$ cat src/rtl/display_arbiter.sv
//------------------------------------------------------------------------------
// display_arbiter
//
// Shares one 4-digit 7-segment display driver between three requesters:
//   - calculator result (background, latched on a strobe),
//   - live keypad entry (shown while a level request is held),
//   - transient message (latched on a strobe, held for HOLD_CYCLES cycles).
// Priority is MSG > KEY > CALC > BLANK. The selected value and its
// leading-zero blanking count are registered toward the display driver.
// A free-running divider also produces the digit-scan clock for the driver.
//
// Parameters
//   SCAN_DIV     half-period of OUT_scan_clk in IN_clk cycles (>= 1)
//   HOLD_CYCLES  cycles a message stays on screen (>= 1)
//   BLANK_LZ     1: blank leading zero digits for calc/key sources, 0: show all
//
// Ports
//   IN_clk          in   1   system clock
//   IN_rst_n        in   1   asynchronous active-low reset
//   IN_calc_value   in   16  calculator result, 4 hex nibbles
//   IN_calc_valid   in   1   1-cycle strobe: capture IN_calc_value
//   IN_key_value    in   16  keypad entry in progress
//   IN_key_req      in   1   level: keypad entry active, show IN_key_value
//   IN_msg_value    in   16  transient message pattern
//   IN_msg_pulse    in   1   1-cycle strobe: capture IN_msg_value, start hold
//   OUT_value       out  16  display value, registered
//   OUT_off_number  out  3   blank top n digits (0 none .. 4 all), registered
//   OUT_scan_clk    out  1   digit-scan clock for the display
//   OUT_src         out  2   current source: 0 BLANK, 1 CALC, 2 KEY, 3 MSG
//------------------------------------------------------------------------------
module display_arbiter #(
    parameter int SCAN_DIV    = 25000,
    parameter int HOLD_CYCLES = 50000000,
    parameter int BLANK_LZ    = 1
) (
    input  logic        IN_clk,
    input  logic        IN_rst_n,
    input  logic [15:0] IN_calc_value,
    input  logic        IN_calc_valid,
    input  logic [15:0] IN_key_value,
    input  logic        IN_key_req,
    input  logic [15:0] IN_msg_value,
    input  logic        IN_msg_pulse,
    output logic [15:0] OUT_value,
    output logic [2:0]  OUT_off_number,
    output logic        OUT_scan_clk,
    output logic [1:0]  OUT_src
);

    typedef enum logic [1:0] {
        ST_BLANK = 2'd0,
        ST_CALC  = 2'd1,
        ST_KEY   = 2'd2,
        ST_MSG   = 2'd3
    } state_t;

    localparam int SCAN_W = (SCAN_DIV > 1) ? $clog2(SCAN_DIV) : 1;
    localparam int HOLD_W = (HOLD_CYCLES > 1) ? $clog2(HOLD_CYCLES) : 1;

    localparam logic [SCAN_W-1:0] SCAN_LAST = SCAN_W'(SCAN_DIV - 1);
    localparam logic [HOLD_W-1:0] HOLD_LOAD = HOLD_W'(HOLD_CYCLES - 1);

    // Blanking value for a fully blank display.
    localparam logic [2:0] OFF_ALL = 3'd4;

    state_t             state;
    logic [15:0]        calc_reg;
    logic               calc_seen;
    logic [15:0]        msg_reg;
    logic [HOLD_W-1:0]  hold;
    logic [SCAN_W-1:0]  scan_cnt;

    // Calculator view including a capture happening this very cycle, so a
    // strobe from BLANK/CALC is visible on the next clock.
    logic [15:0]        calc_next;
    logic               calc_seen_next;

    assign calc_next      = IN_calc_valid ? IN_calc_value : calc_reg;
    assign calc_seen_next = calc_seen | IN_calc_valid;

    assign OUT_src = state;

    //--------------------------------------------------------------------------
    // Leading-zero nibble count from the top digit, capped at 3 so a value of
    // zero still shows a single "0" on the lowest digit.
    //--------------------------------------------------------------------------
    function automatic logic [2:0] lz(input logic [15:0] v);
        logic [2:0] n;
        n = 3'd0;
        if (BLANK_LZ != 0) begin
            if (v[15:12] == 4'h0) begin
                n = 3'd1;
                if (v[11:8] == 4'h0) begin
                    n = 3'd2;
                    if (v[7:4] == 4'h0) begin
                        n = 3'd3;
                    end
                end
            end
        end
        return n;
    endfunction

    //--------------------------------------------------------------------------
    // Scan divider: free-running, toggles the scan clock on each wrap.
    //--------------------------------------------------------------------------
    // NOTE: sequential state is assigned with <= so every flop samples the
    // pre-edge values, regardless of statement order inside the block.
    always_ff @(posedge IN_clk or negedge IN_rst_n) begin
        if (!IN_rst_n) begin
            scan_cnt     <= '0;
            OUT_scan_clk <= 1'b0;
        end else if (scan_cnt == SCAN_LAST) begin
            scan_cnt     <= '0;
            OUT_scan_clk <= ~OUT_scan_clk;
        end else begin
            scan_cnt     <= scan_cnt + SCAN_W'(1);
        end
    end

    //--------------------------------------------------------------------------
    // Calculator capture: accepted in every state, even while a message or
    // keypad entry hides it.
    //--------------------------------------------------------------------------
    always_ff @(posedge IN_clk or negedge IN_rst_n) begin
        if (!IN_rst_n) begin
            calc_reg  <= '0;
            calc_seen <= 1'b0;
        end else if (IN_calc_valid) begin
            calc_reg  <= IN_calc_value;
            calc_seen <= 1'b1;
        end
    end

    //--------------------------------------------------------------------------
    // Arbitration FSM with registered outputs. The branch order is the
    // priority order; outputs are loaded from the same decision as the state,
    // so they always describe the source the state register will hold.
    //--------------------------------------------------------------------------
    always_ff @(posedge IN_clk or negedge IN_rst_n) begin
        if (!IN_rst_n) begin
            state          <= ST_BLANK;
            msg_reg        <= '0;
            hold           <= '0;
            OUT_value      <= '0;
            OUT_off_number <= OFF_ALL;
        end else if (IN_msg_pulse) begin
            // A new pulse relatches the message and restarts the timer, also
            // when a message is already on screen.
            state          <= ST_MSG;
            msg_reg        <= IN_msg_value;
            hold           <= HOLD_LOAD;
            OUT_value      <= IN_msg_value;
            OUT_off_number <= 3'd0;
        end else if (state == ST_MSG && hold != '0) begin
            state          <= ST_MSG;
            hold           <= hold - HOLD_W'(1);
            OUT_value      <= msg_reg;
            OUT_off_number <= 3'd0;
        end else if (IN_key_req) begin
            state          <= ST_KEY;
            hold           <= '0;
            OUT_value      <= IN_key_value;
            OUT_off_number <= lz(IN_key_value);
        end else if (calc_seen_next) begin
            state          <= ST_CALC;
            hold           <= '0;
            OUT_value      <= calc_next;
            OUT_off_number <= lz(calc_next);
        end else begin
            state          <= ST_BLANK;
            hold           <= '0;
            OUT_value      <= '0;
            OUT_off_number <= OFF_ALL;
        end
    end

endmodule

$ cat config.mk
export PLATFORM = sky130hd
export DESIGN_NAME = display_arbiter
export DESIGN_NICKNAME = d
export VERILOG_FILES = /design/src/rtl/display_arbiter.sv
export SDC_FILE = /design/constraint.sdc
export NUM_CORES = 1
export LEC_CHECK = 0
export ABC_CLOCK_PERIOD_IN_PS = 2009
export CAP_MARGIN = 25
export CELL_PAD_IN_SITES_DETAIL_PLACEMENT = 0
export CELL_PAD_IN_SITES_GLOBAL_PLACEMENT = 1
export CORE_MARGIN = 2
export CORE_UTILIZATION = 38
export CTS_CLUSTER_DIAMETER = 200
export DETAILED_ROUTE_END_ITERATION = 7
export HOLD_SLACK_MARGIN = 0.03
export PLACE_DENSITY_LB_ADDON = 0.1
export SLEW_MARGIN = 40
export SYNTH_ARGS = -nofsm -noshare
export SYNTH_HDL_FRONTEND = slang
export SYNTH_SLANG_ARGS = --single-unit
$ cat constraint.sdc
create_clock -name IN_clk -period 2.01 [get_ports IN_clk]
set_input_delay 0.402 -clock IN_clk [delete_from_list [all_inputs] [get_ports IN_clk]]
set_output_delay 0.402 -clock IN_clk [all_outputs]
set_load 0.02 [all_outputs]
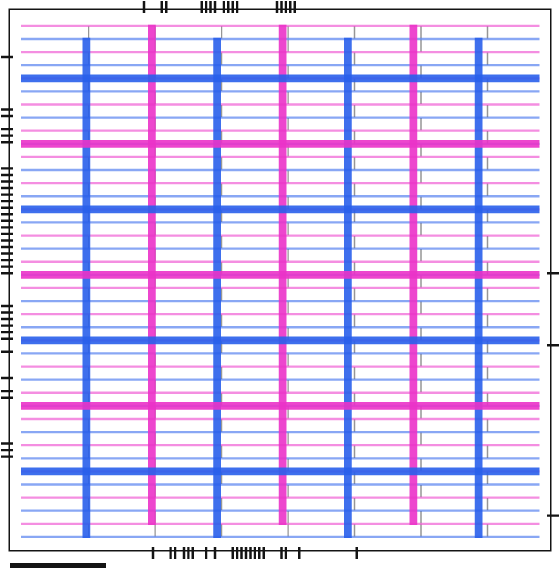
(floorplan with the power grid)
Scale bar: 20 um. Pins as bars on the die edge. Tap cells in gray.
Key: VSS = blue; VDD = magenta
75 signal pins sit on the boundary. 143 tap cells. The core has 39 rows. 7 straps on met5. 7 straps on met4.
Peak VDD IR: 456 uV
Core Region: 11400 um^2

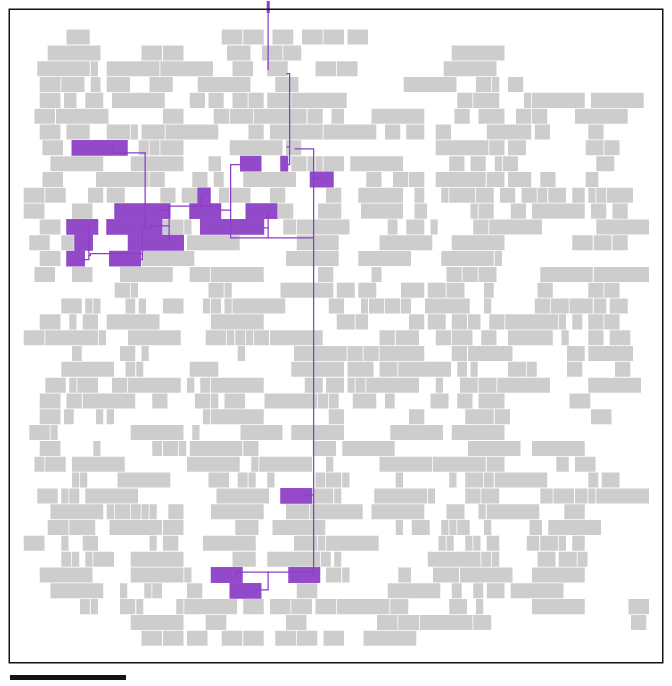
(I/O nets highlighted)
Scale bar: 20 um.
Key: `IN_key_req` = purple [direction input, end cells 20, buffers 2, wire 227 um]

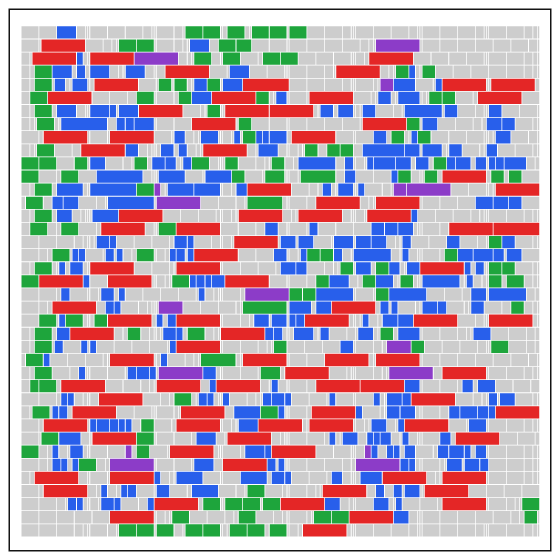
(cells colored by class)
Fill, decap, tap and diode cells in gray.
Key: clock drivers and dummy loads = purple [cells 16, share of their area 4.6%]; sequential cells = red [cells 96, share of their area 39%]; remaining buffers and delay cells = green [cells 132, share of their area 20%]; combinational and other logic = blue [cells 287, share of their area 36%]

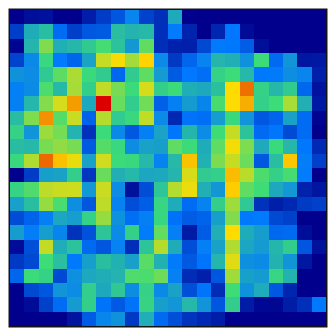
(wiring heat map)
The die is cut into 22 by 22 equal tiles; dark blue is low, red is high, scaled to the fullest tile. Values are wire area over tile area, all layers added.
The mean over all tiles is 0.14. 11% of the tiles are nearly empty. The densest ninth of the die: west.

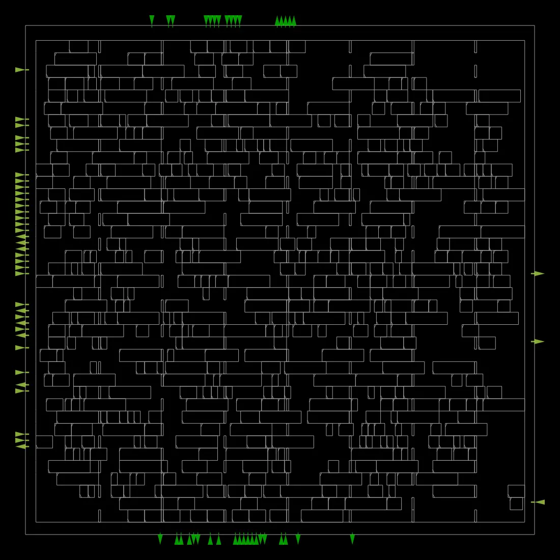
(cell outlines without signal wires)
Tap Cells: 143
Seq/total area: 0.384
row count: 39
fillers: 1001
post-layout util: 0.549

==> ci_impl_report.md <==
### Metrics collected by this job

| Metric | Value |
|---|---|
| Comb area leader | `simple AND/OR/NAND/NOR gates` |
| Top cell type by total area after synthesis | `dfrtp_1` |
| F_max | `0.499 GHz` |
| Vias in the first global route | `3497` |
| P_comb | `0.509 mW` |
| Worst setup EP type | `flop` |
| Most used flip-flop cell | `dfrtp_1` |
| Tightest Pin Transition | `611 ps` |
| Worst-Skew Late Latency | `350 ps` |
| Drt wl/cell | `16.5 um` |
| Post-layout nets | `582` |
| Final setup viols | `0` |
| Die Ht | `112 um` |
| Setup Crit Path Kind | `flop to flop` |
| CP peak stage delay | `390 ps` |
| Leading cell kind | `registers` |
| Max-slew violations | `0` |
| Worst slack at placement | `-527 ps` |
| Status | `finished, final reports clean` |
| CLK BUF | `14` |
| CTS hold repair buffers | `1` |
| Logic share of the area | `0.334` |
| Crit path cell chain | `nor4_2, buf_4, nand4_2, o211a_1, buf_12, a221oi_4, buf_4, o31ai_1` |
| Hold_sp | `scan_cnt[14]` |
| Final Power | `4.21 mW` |
| Fin Hold WS | `469 ps` |
| TritonCTS clock tree | `yes` |
| Tally of yosys warning messages | `0` |
| Remaining global-route overflow | `0` |
| WL final | `11100 um` |
| FP Util | `0.389` |
| Crit path required time | `2220 ps` |
| DR top layer | `met4` |
| Reg2reg setup slack | `7 ps` |
| Xor/xnor share | `0.0671` |
| I/O Pins | `75` |
| M1 WL | `5220 um` |
| Reg2Reg Capture Point | `OUT_value[4]` |
| CTS Root Cell | `clkbuf_16` |
| Mapped cell area | `4440 um^2` |
| Die Size | `12600 um^2` |
| Hold path depth | `1` |
| Finished Layout Cells | `674` |
| Dpl hpwl | `7660 um` |
| Post-CTS sizing | `17` |
| IO Port Bufs | `74` |
| Logic area | `2090 um^2` |
| Mean Syn Cell Area | `10.9 um^2` |
| Die X-Extent | `112 um` |
| Largest Register | `hold` |
| Clock Sinks | `96` |
| Flip-flops | `96` |
| Area Growth Syn to Fin | `41.2%` |
| Post-synth EDFFs | `0` |
| Most frequent cell after synthesis | `dfrtp_1` |
| M3 GR Usage | `0.0394` |
| Clock skew | `9.16 ps` |
| Post-CTS Setup Repair Bufs | `0` |
| Metal2 WL | `5280 um` |
| Leak | `2.53 nW` |
| FFs w/ async S/R, synth | `1.00` |
| First-pass iteration count of the detailed router | `5` |
| #FFs+latches synth | `96` |
| Worst path depth | `8` |
| Final Hold Violation Tally | `0` |
| Sw frac | `0.243` |
| Routed wl met3 | `409 um` |
| CP Launch Type | `flop` |
| Tool warnings | `29` |
| Synth Seq Share | `0.541` |
| Fraction of layout instances using a drive strength above 1 | `0.243` |
| Global-route wire length before repair | `18000 um` |
| Syn nets | `462` |
| Pin count of the biggest net entering global routing | `59` |
| Most common logic cells in the final layout | `dfrtp_1 (94), clkdlybuf4s50_1 (71), buf_4 (52)` |
| Vias | `3442` |
| Worst Hold Endpoint | `scan_cnt[14]` |
No activity file was given, so power comes from the tool's default toggle rates.
